--- src/rtl/uart_pkg.sv ---
// Shared UART definitions: FSM state encoding, frame width and default baud timing.
// Imported by both the transmit and receive paths.
package uart_pkg;

  localparam int unsigned UART_DATA_BITS    = 8;
  // 50 MHz clock at 9600 baud
  localparam int unsigned UART_CLKS_PER_BIT = 5208;

  typedef enum logic [2:0] {
    StIdle  = 3'd0,
    StStart = 3'd1,
    StData  = 3'd2,
    StStop  = 3'd3,
    StDone  = 3'd4
  } uart_state_e;

endpackage

--- src/rtl/uart_baud_counter.sv ---
// Bit-time counter: counts 0..CLKS_PER_BIT-1 and flags the last cycle of each bit period.
// Shared by the Tx and Rx paths.
module uart_baud_counter
  import uart_pkg::*;
#(
  parameter int unsigned CLKS_PER_BIT = UART_CLKS_PER_BIT
) (
  input  logic clk,
  input  logic rst_n,
  input  logic clr,
  output logic end_bit_time
);

  localparam int unsigned CntW = $clog2(CLKS_PER_BIT);
  localparam logic [CntW-1:0] CntMax = CntW'(CLKS_PER_BIT - 1);

  logic [CntW-1:0] cnt_q, cnt_d;

  always_comb begin
    cnt_d = cnt_q;
    if (clr || (cnt_q == CntMax)) begin
      cnt_d = '0;
    end else begin
      cnt_d = cnt_q + 1'b1;
    end
  end

  always_ff @(posedge clk) begin
    if (!rst_n) begin
      cnt_q <= '0;
    end else begin
      cnt_q <= cnt_d;
    end
  end

  assign end_bit_time = (cnt_q == CntMax);

endmodule

--- src/rtl/uart_tx.sv ---
// 8N1 serial transmitter: accepts a byte on tx_start while idle and shifts it out LSB first.
// All outputs are registered from the next-state values so tx never glitches.
module uart_tx
  import uart_pkg::*;
#(
  parameter int unsigned CLKS_PER_BIT = UART_CLKS_PER_BIT
) (
  input  logic                      clk,
  input  logic                      rst_n,
  input  logic                      tx_start,
  input  logic [UART_DATA_BITS-1:0] tx_data,
  output logic                      tx,
  output logic                      tx_busy,
  output logic                      tx_done
);

  localparam int unsigned BitCntW = $clog2(UART_DATA_BITS);
  localparam logic [BitCntW-1:0] LastBit = BitCntW'(UART_DATA_BITS - 1);

  uart_state_e               state_q, state_d;
  logic [UART_DATA_BITS-1:0] shift_q, shift_d;
  logic [BitCntW-1:0]        bit_cnt_q, bit_cnt_d;
  logic                      tx_q, tx_d;
  logic                      busy_q, busy_d;
  logic                      done_q, done_d;
  logic                      baud_clr;
  logic                      end_bit_time;

  // Counter restarts on every state entry and is held at zero while idle.
  assign baud_clr = (state_q == StIdle) || (state_d != state_q);

  uart_baud_counter #(
    .CLKS_PER_BIT(CLKS_PER_BIT)
  ) u_baud_counter (
    .clk         (clk),
    .rst_n       (rst_n),
    .clr         (baud_clr),
    .end_bit_time(end_bit_time)
  );

  always_comb begin
    state_d   = state_q;
    shift_d   = shift_q;
    bit_cnt_d = bit_cnt_q;
    unique case (state_q)
      StIdle: begin
        if (tx_start) begin
          shift_d = tx_data;
          state_d = StStart;
        end
      end
      StStart: begin
        if (end_bit_time) begin
          bit_cnt_d = '0;
          state_d   = StData;
        end
      end
      StData: begin
        if (end_bit_time) begin
          shift_d = {1'b0, shift_q[UART_DATA_BITS-1:1]};
          if (bit_cnt_q == LastBit) begin
            state_d = StStop;
          end else begin
            bit_cnt_d = bit_cnt_q + 1'b1;
          end
        end
      end
      StStop: begin
        if (end_bit_time) begin
          state_d = StDone;
        end
      end
      StDone:  state_d = StIdle;
      default: state_d = StIdle;
    endcase
  end

  // Outputs are decoded from the state being entered, then registered.
  always_comb begin
    tx_d = 1'b1;
    if (state_d == StStart) begin
      tx_d = 1'b0;
    end else if (state_d == StData) begin
      tx_d = shift_d[0];
    end
    busy_d = (state_d != StIdle);
    done_d = (state_d == StDone);
  end

  always_ff @(posedge clk) begin
    if (!rst_n) begin
      state_q   <= StIdle;
      shift_q   <= '0;
      bit_cnt_q <= '0;
      tx_q      <= 1'b1;
      busy_q    <= 1'b0;
      done_q    <= 1'b0;
    end else begin
      state_q   <= state_d;
      shift_q   <= shift_d;
      bit_cnt_q <= bit_cnt_d;
      tx_q      <= tx_d;
      busy_q    <= busy_d;
      done_q    <= done_d;
    end
  end

  assign tx      = tx_q;
  assign tx_busy = busy_q;
  assign tx_done = done_q;

endmodule
--- config.mk ---
export PLATFORM = sky130hd
export DESIGN_NAME = uart_tx
export DESIGN_NICKNAME = d
export VERILOG_FILES = /design/src/rtl/uart_pkg.sv /design/src/rtl/uart_baud_counter.sv /design/src/rtl/uart_tx.sv
export SDC_FILE = /design/constraint.sdc
export NUM_CORES = 1
export LEC_CHECK = 0
export CAP_MARGIN = 40
export CORE_MARGIN = 10
export CORE_UTILIZATION = 35
export CTS_BUF_LIST = sky130_fd_sc_hd__clkbuf_8 sky130_fd_sc_hd__clkbuf_16
export DETAILED_ROUTE_END_ITERATION = 16
export PLACE_DENSITY = 0.53
export SLEW_MARGIN = 20
export SYNTH_ARGS = -nofsm -noshare
export SYNTH_HDL_FRONTEND = slang
export SYNTH_HIERARCHICAL = 1
export SYNTH_SLANG_ARGS = --single-unit
--- constraint.sdc ---
create_clock -name clk -period 6.7 [get_ports clk]
set_clock_uncertainty 0.1 [all_clocks]
set_input_delay 1.005 -clock clk [delete_from_list [all_inputs] [get_ports clk]]
set_output_delay 1.005 -clock clk [all_outputs]
set_load 0.01 [all_outputs]
### Signal metal coverage by tile, run 1

The die is cut into 17 by 17 equal tiles; dark blue is low, red is high, scaled to the fullest tile. Values are wire area over tile area, all layers added.
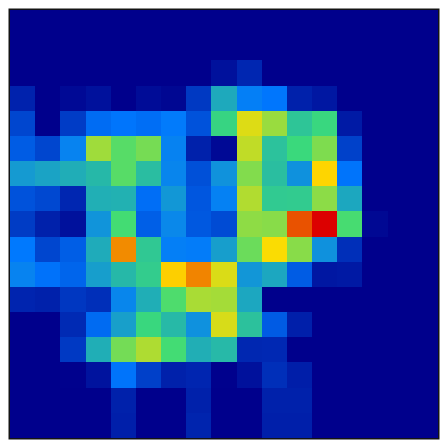
The emptiest ninth of the die: lower right. The mean over all tiles is 0.067. The fullest tile reaches 0.41. 11% of the tiles are over half the peak. 47% of the tiles are nearly empty.

### Register map, names as in the netlist, run 1

Scale bar: 20 µm. Other sequential cells in the stronger grey, the rest of the logic in the fainter grey.
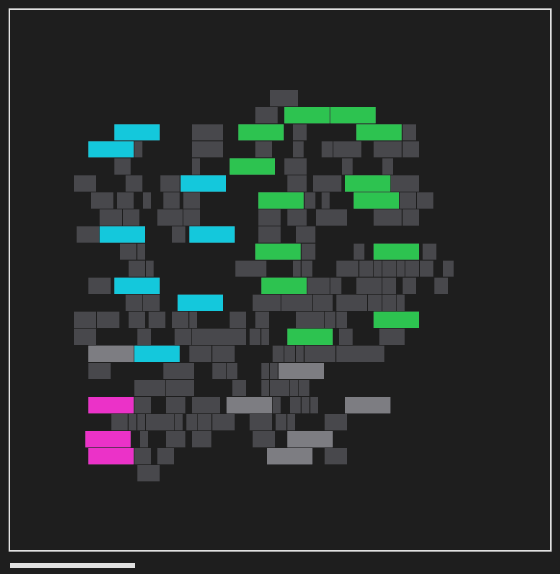
Key: bit_cnt_q = magenta [flops 3]; u_baud_counter/cnt_q = green [flops 13]; shift_q = cyan [flops 8]
Another 6 sequential cells are not coloured.

### Drive-strength map, run 1

Scale bar: 20 µm.
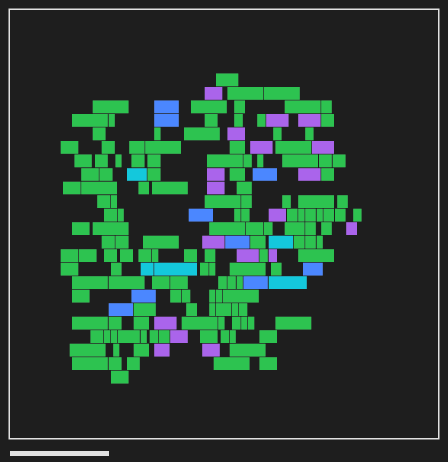
Key: drive 1 or less = green [cells 144, share 82%]; drive 3 to 4 = cyan [cells 5, share 2.8%]; drive 2 = purple [cells 18, share 10%]; drive 6 and up = blue [cells 9, share 5.1%]
Non-CTS buffers: 16
fin area: 0.00181 mm²
P&R area growth vs syn: 18.5%
post-route setup slack: 3.96 ns

==> flow_metrics.py, run 1 <==
# Auto-generated metrics
metrics = {
    "run_status": {
        "status": "finished clean",
    },
    "finish": {
        "final_core_util": 0.441,
    },
    "placed_design": {
        "dp_hpwl_mm": 2.34,
    },
    "sta": {
        "period_used_share": 0.409,
        "tightest_slew_ns": 0.718,
        "rsz0062_at_grt": "no",
    },
    "yosys": {
        "yosys_area_mm2": 0.00153,
        "synth_area_mm2": 0.00153,
        "ys_seq_share": 0.392,
        "floorplan.nets": 173,
    },
    "worst_setup_path": {
        "path_max_fanout": 15,
        "worstSetupStartpointType": "input port",
    },
    "power": {
        "p_total_w": 0.000384,
        "combinationalPowerShare": 0.072,
        "pwr-share-seq": 0.487,
    },
    "floorplan": {
        "fp.coreArea_mm2": 0.00412,
        "rows": 23,
    },
    "grt": {
        "met3_usage": 0.0322,
    },
    "clocking": {
        "cts_tree": "yes",
        "cts-root-buf": "clkbuf_8",
        "post_cts_buffers": 0,
    },
    "route": {
        "dr.pass1.iters": 4,
    },
    "worst_hold_path": {
        "holdPathStages": 2,
    },
}
## run 1: power groups by stage
stage	combinational [W]	clock (W)	sequential (W)
2_1_floorplan	0.0000175	0	0.000190
3_3_place_gp	0.0000277	0	0.000191
3_5_place_dp	0.0000280	0	0.000191
4_1_cts	0.0000281	0.000175	0.000187
5_1_grt	0.0000312	0.000184	0.000188
6_report	0.0000276	0.000169	0.000187
## run 1: synth_stat cells (2+ instances only)
cell type,number,area (µm²)
nand2b_1,4,25.0
xor2_1,2,17.5
nor2b_1,2,12.5
a21oi_1,4,20.0
buf_6,2,22.5
and4_2,3,30.0
a211oi_2,6,75.1
or4_1,3,22.5
xnor2_1,2,17.5
nor3_2,4,40.0
clkbuf_1,2,7.51
nand4_1,2,12.5
a31oi_1,3,18.8
o2111ai_1,2,17.5
inv_1,3,11.3
o21ai_0,6,30.0
nor4_1,3,18.8
ha_1,3,37.5
o31ai_1,2,15.0
a22oi_1,7,52.6
a21boi_1,7,52.6
nand2_1,14,52.6
buf_2,2,10.0
nor2_1,8,30.0
a21boi_0,2,15.0
or3_1,3,18.8
dfxtp_1,30,601
nand3_1,6,30.0
## run 1: through the flow
step / instance area (µm²) / cells
3_3_place_gp: 1690 / 216
6_report: 1810 / 226
3_5_place_dp: 1690 / 216
2_1_floorplan: 1530 / 159
4_1_cts: 1800 / 224
5_1_grt: 1810 / 226
## run 1: cell type report
class,count,area [µm²]
sequential,30,601
timing repair buffer,16,154
fill,400,2300
tap,50,62.6
inverter,3,11.3
multi-input combinational,119,876
clock buffer,8,110
## run 1: state kept, by name (all words and copies together), names as in the netlist
name / cells
state_q: 3
shift_q: 8
tx: 1
tx_done: 1
u_baud_counter/cnt_q: 13
tx_busy: 1
bit_cnt_q: 3
## run 1: cells by family (layout without fill, tap and decap cells)
kind of cell             count (synthesis)  count (layout)  synth area share
AND/OR/NAND/NOR                         68              68             0.306
buffers and inverters                   10              27            0.0359
AND-OR/OR-AND                           44              44             0.219
XOR/XNOR                                 4               4            0.0229
adder cells (fa/ha/maj)                  3               3            0.0245
flip-flops                              30              30             0.392
## run 1: worst max-delay path, stage by stage
cell	delay (ns)
clkdlybuf4s50_1	0.75
nand2b_1	0.49
or2_2	0.44
nor3_1	0.14
## run 1: per-layer routing
layer | wire (µm) | part of all wire
met5 | 0 | 0
met3 | 148 | 0.046
met2 | 1550 | 0.49
met4 | 37 | 0.012
met1 | 1450 | 0.46
## run 1: path summary, 6_finish.rpt
path                               to  slack, ns
max          u_baud_counter/cnt_q[11]       3.96
min                        shift_q[3]       0.36
max reg2reg              bit_cnt_q[0]       4.03
min reg2reg                shift_q[3]       0.36
==> run 2, diff against run 1 <==
--- a/config.mk
+++ b/config.mk
@@ -10,7 +10,7 @@
 export CORE_UTILIZATION = 35
 export CTS_BUF_LIST = sky130_fd_sc_hd__clkbuf_8 sky130_fd_sc_hd__clkbuf_16
 export DETAILED_ROUTE_END_ITERATION = 16
-export PLACE_DENSITY = 0.53
+export PLACE_DENSITY = 0.55
 export SLEW_MARGIN = 20
 export SYNTH_ARGS = -nofsm -noshare
 export SYNTH_HDL_FRONTEND = slang
==> constraint.sdc (replaced) <==
create_clock -name clk -period 2.52 [get_ports clk]
set_clock_uncertainty 0.1 [all_clocks]
set_input_delay 0.378 -clock clk [delete_from_list [all_inputs] [get_ports clk]]
set_output_delay 0.378 -clock clk [all_outputs]
set_load 0.01 [all_outputs]
### Register map, names as in the netlist, run 2

Scale bar: 20 µm. Other sequential cells in the stronger grey, the rest of the logic in the fainter grey.
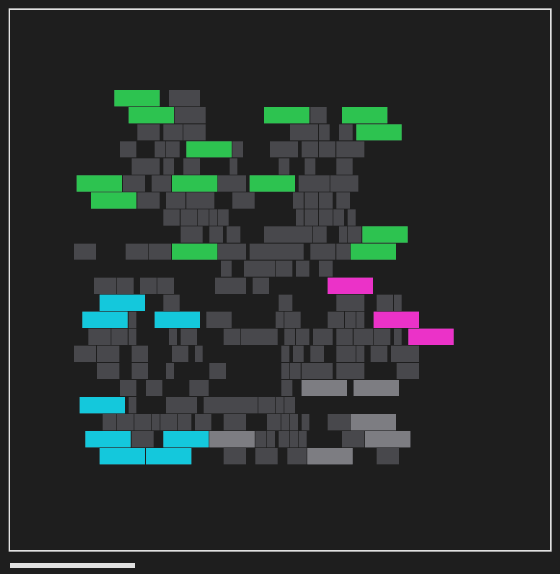
Key: u_baud_counter/cnt_q = green [flops 13]; shift_q = cyan [flops 8, where lower left]; bit_cnt_q = magenta [flops 3]
Another 6 sequential cells are not coloured.
Seq. pwr: 0.000498 W
Register Area: 601 µm²
final core utilization: 0.454

### Routed clock nets over the placement, run 2

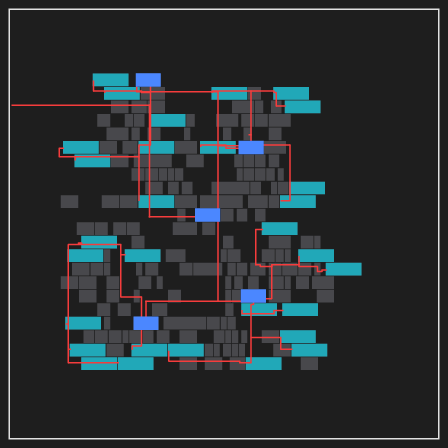
Key: clock wires = red [length 446 µm]; cells driving clock nets = blue [count 5]; flip-flops = cyan [count 30]
There are 6 routed clock nets.
clk pwr: 0.000398 W
clock group share of total power: 0.408
clk_lat worst skew: 0.28 ns

### Signal metal coverage by tile, run 2

The die is cut into 17 by 17 equal tiles; dark blue is low, red is high, scaled to the fullest tile. Values are wire area over tile area, all layers added.
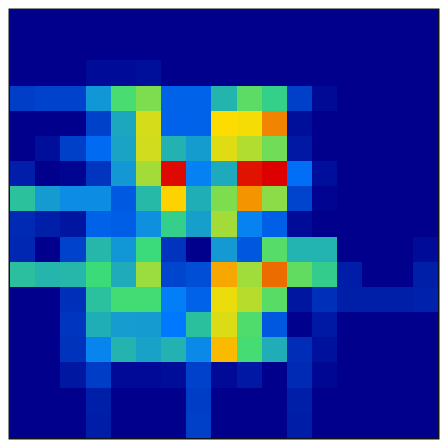
48% of the tiles are nearly empty. 12% of the tiles are over half the peak. The mean over all tiles is 0.071.

==> run 2 against run 1 <==
  * Final cell count rose by 3.1%
  * Non-clock buffer count rose by 7
  * Via count rose by 4.3%
==> flow_metrics.py, run 2 <==
# Auto-generated metrics
metrics = {
    "placed_design": {
        "dp_cells": 225,
    },
    "yosys": {
        "yosysMostFrequentCell": "dfxtp_1",
        "synth_area_mm2": 0.00153,
        "ys_seq_share": 0.392,
        "top_cell_area_share": 0.392,
        "synth.top_cells.by_area": "dfxtp_1 39%, a211oi_2 4.9%, a21boi_1 3.4%",
        "top_area_cell": "dfxtp_1",
        "floorplan.nets": 173,
    },
    "power": {
        "combinationalPowerShare": 0.081,
        "pwr-share-seq": 0.511,
    },
    "worst_setup_path": {
        "path_max_fanout": 8,
        "worstSetupStartpointType": "flop",
        "worstPathCellList": "or4b_1 -> nor4b_4 -> nor4bb_2 -> buf_4 -> nor2_4 -> a21o_1 -> and2_1",
        "cp_slowest_stage_delay_ns": 0.60,
        "crit_slowest_cell": "or4b_1",
    },
    "run_status": {
        "status": "finished clean",
    },
    "finish": {
        "fill_cells": 388,
        "final_cells": 233,
        "reg.largest.list": "u_baud_counter/cnt_q x13, shift_q x8",
        "largest_reg_flops": 13,
        "syn_to_final_growth_pct": 22.0,
    },
    "sta": {
        "tightest_slew_ns": 0.467,
        "final.setup.worst_slack_ns": 0.165,
        "period_used_share": 0.934,
    },
    "route": {
        "dr.pass1.iters": 4,
    },
    "clocking": {
        "cts-root-buf": "clkbuf_8",
    },
}
run 2: critical path: cells and delay by family (launching register included):
family	cells	cell delay (ns)
and+or+nand+nor	5	1.39
AOI/OAI and AO/OA	1	0.20
DFF	1	0.36
buffers and inverters	1	0.21
run 2: metal layers:
metal | global-route usage | part of all wire | vias to the layer above
met3 | 0.0426 | 0.050 | 10
met1 | 0.118 | 0.48 | 620
li1 | - | - | 648
met4 | 0.0494 | 0.021 | 0
met5 | 0 | 0 | -
met2 | 0.141 | 0.44 | 25
run 2: worst paths after layout:
check                             endpoint  slack, ns  depth (start not counted)
worst max-delay path            shift_q[0]       0.17                          7
worst min-delay path            shift_q[4]       0.36                          2
worst max register to register  shift_q[0]       0.17                          7
worst min register to register  shift_q[4]       0.36                          2
run 2: what timing repair did:
item | 4_1_cts | 5_1_grt
gates resized | 0 | 2
buffers inserted | 0 | 0
setup endpoints to repair | 0 | 2
run 2: stage by stage:
step	power, W	utilization	area, µm²
global route	0.00102	0.454	1870
floorplan	0.000551	-	1540
detailed placement	0.000588	0.428	1760
global placement	0.000587	0.428	1760
finish	0.000974	0.454	1870
CTS	0.000986	0.450	1850
run 2: cells by family after synthesis:
kind of cell             after synthesis  share of synthesized area
flip-flops                            30                      0.392
adder cells (fa/ha/maj)                3                     0.0245
XOR/XNOR                               4                     0.0229
AND/OR/NAND/NOR                       68                      0.306
AND-OR/OR-AND                         44                      0.219
buffers and inverters                 10                     0.0359
run 2: area by class of cell:
class                      instances  area, µm²  share of cell area
sequential                        30        601               0.322
clock inverter                     2       8.76             0.00469
inverter                           3       11.3             0.00603
clock buffer                       6       82.6              0.0442
tap                               50       62.6              0.0335
timing repair buffer              23        205               0.110
multi-input combinational        119        897               0.480
run 2: power groups by stage:
| stage | logic, W | registers [W] | clock network, W |
|---|---|---|---|
| floorplan | 0.0000464 | 0.000504 | 0 |
| global placement | 0.0000788 | 0.000508 | 0 |
| detailed placement | 0.0000797 | 0.000508 | 0 |
| CTS | 0.0000801 | 0.000498 | 0.000408 |
| global route | 0.0000878 | 0.000500 | 0.000436 |
| finish | 0.0000789 | 0.000498 | 0.000398 |
==> run 3, diff against run 2 <==
--- a/config.mk
+++ b/config.mk
@@ -10,6 +10,7 @@
 export CORE_UTILIZATION = 35
 export CTS_BUF_LIST = sky130_fd_sc_hd__clkbuf_8 sky130_fd_sc_hd__clkbuf_16
 export DETAILED_ROUTE_END_ITERATION = 16
+export GPL_TIMING_DRIVEN = 0
 export PLACE_DENSITY = 0.55
 export SLEW_MARGIN = 20
 export SYNTH_ARGS = -nofsm -noshare
### Signal metal coverage by tile, run 3

The die is cut into 17 by 17 equal tiles; dark blue is low, red is high, scaled to the fullest tile. Values are wire area over tile area, all layers added.
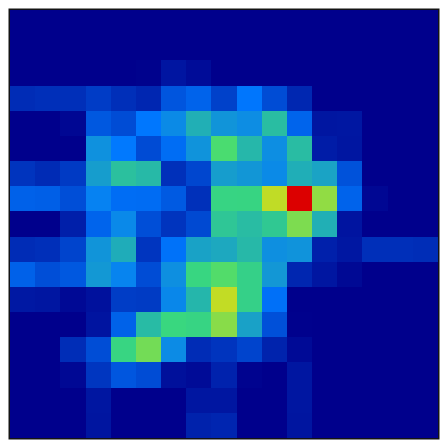
3.1% of the tiles are over half the peak. The mean over all tiles is 0.072. The emptiest ninth of the die: lower right. 48% of the tiles are nearly empty.
Tot GR Track Use: 0.0944
DRT Wirelength: 3.36 mm
DR vias: 1,310

### Routed clock nets over the placement, run 3

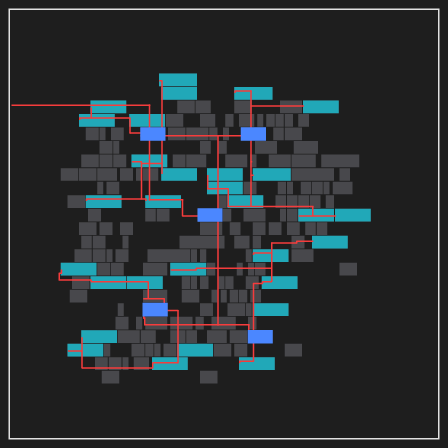
Key: clock wires = red [length 429 µm]; cells driving clock nets = blue [count 5]; flip-flops = cyan [count 30]
There are 6 routed clock nets.

### Drive-strength map, run 3

Scale bar: 20 µm.
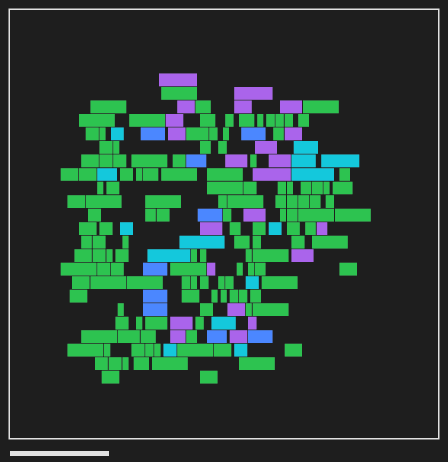
Key: drive 3 to 4 = cyan [cells 14, share 7.6%]; drive 2 = purple [cells 22, share 12%]; drive 6 and up = blue [cells 9, share 4.9%]; drive 1 or less = green [cells 139, share 76%]
P&R area growth vs syn: 24.5%
post-route setup slack: 0.0987 ns
Non-CTS buffers: 24

==> run 3 against run 2 <==
  * Via count increased by 0.54%
  * Critical path depth stayed put
  * Sequential share of layout area fell by 0.46 points
==> flow_metrics.py, run 3 <==
# Auto-generated metrics
metrics = {
    "run_status": {
        "status": "finished clean",
    },
    "finish": {
        "final_core_util": 0.463,
        "largest_reg_flops": 13,
        "reg.largest.list": "u_baud_counter/cnt_q x13, shift_q x8",
        "fill_cells": 391,
        "final_cells": 234,
    },
    "clocking": {
        "cts-root-buf": "clkbuf_8",
        "clockBufferDepth": 2,
        "insertion_delay_ns": 0.28,
        "h-tree-depth": 2,
        "cts_tree": "yes",
    },
    "placed_design": {
        "post-place-ws_ns": -0.422,
        "dp_cells": 222,
        "dp_hpwl_mm": 2.41,
    },
    "yosys": {
        "floorplan.nets": 173,
        "yosysMostFrequentCell": "dfxtp_1",
        "synth.top_cells.by_area": "dfxtp_1 39%, a211oi_2 4.9%, a21boi_1 3.4%",
        "top_area_cell": "dfxtp_1",
        "top_cell_area_share": 0.392,
        "yosys_area_mm2": 0.00153,
        "ys_seq_share": 0.392,
        "synthTopCellsByCount": "30 x dfxtp_1, 14 x nand2_1, 8 x nor2_1",
    },
    "worst_setup_path": {
        "path_max_fanout": 8,
        "worstSetupStartpointType": "flop",
        "crit_slowest_cell": "or4b_4",
        "worstPathCellList": "or4b_4 -> nor4b_4 -> nor4bb_4 -> clkbuf_8 -> nor2_4 -> a21o_1 -> o32a_1",
        "cp_slowest_stage_delay_ns": 0.55,
    },
    "floorplan": {
        "fp.coreArea_mm2": 0.00412,
    },
    "sta": {
        "period_used_share": 0.961,
        "rsz0062_at_grt": "no",
    },
}
-- run 3: cell counts after synthesis --
Identical to the previous run, type by type.
-- run 3: layout make-up --
class / count / area [µm²] / share of cell area
Sequential cell: 30 / 604 / 0.317
Tap cell: 50 / 62.6 / 0.0328
Multi-Input combinational cell: 119 / 917 / 0.481
Clock buffer: 6 / 82.6 / 0.0433
Timing Repair Buffer: 18 / 168 / 0.0879
Inverter: 3 / 11.3 / 0.00591
Clock inverter: 2 / 8.76 / 0.00459
Buffer: 6 / 52.6 / 0.0276
-- run 3: what timing repair did --
action	in CTS	in global routing
endpoints found under the setup margin	22	13
gates resized	10	3
cloned	0	0
setup buffers	3	2
pin swaps	2	1
hold buffers	0	0
-- run 3: power breakdown --
| group | internal [W] | switching, W | total, W |
|---|---|---|---|
| clock network | 0.000216 | 0.000180 | 0.000396 |
| logic | 0.0000423 | 0.0000382 | 0.0000805 |
| registers | 0.000488 | 0.00000674 | 0.000494 |
-- run 3: logic make-up (layout without fill, tap and decap cells) --
group / after synthesis / in the layout / synth area share
buffers and inverters: 10 / 35 / 0.0359
adder cells (fa/ha/maj): 3 / 3 / 0.0245
AND/OR/NAND/NOR: 68 / 68 / 0.306
flip-flops: 30 / 30 / 0.392
AND-OR/OR-AND: 44 / 44 / 0.219
XOR/XNOR: 4 / 4 / 0.0229
-- run 3: through the flow --
step | hold WS (ns) | area [µm²] | TNS (ns)
after global routing | 0.385 | 1910 | 0
final | 0.356 | 1910 | 0
after CTS | 0.359 | 1890 | 0
after floorplan | 0.335 | 1540 | 0
after detailed placement | 0.350 | 1730 | -6.20
after global placement | 0.341 | 1730 | -5.58
-- run 3: layer usage --
layer / vias to the layer above / part of all wire / global-route usage
met2: 30 / 0.44 / 0.139
met4: 0 / 0.020 / 0.0434
met3: 7 / 0.058 / 0.0397
li1: 651 / - / -
met1: 622 / 0.48 / 0.116
met5: - / 0 / 0
-- run 3: path summary, 6_finish.rpt --
| kind | start | end | slack (ns) | cells after the start |
|---|---|---|---|---|
| min reg2reg | shift_q[3] | shift_q[3] | 0.36 | 2 |
| max reg2reg | u_baud_counter/cnt_q[5] | tx | 0.1 | 7 |
| max | u_baud_counter/cnt_q[5] | tx | 0.1 | 7 |
| min | shift_q[3] | shift_q[3] | 0.36 | 2 |
-- run 3: critical path: cells and delay by family (launching register included) --
kind                   cells  cell delay [ns]
buffers and inverters      1             0.20
DFF                        1             0.35
and+or+nand+nor            4             1.30
AOI/OAI and AO/OA          2             0.37
Power is estimated from default activity; no workload was simulated.
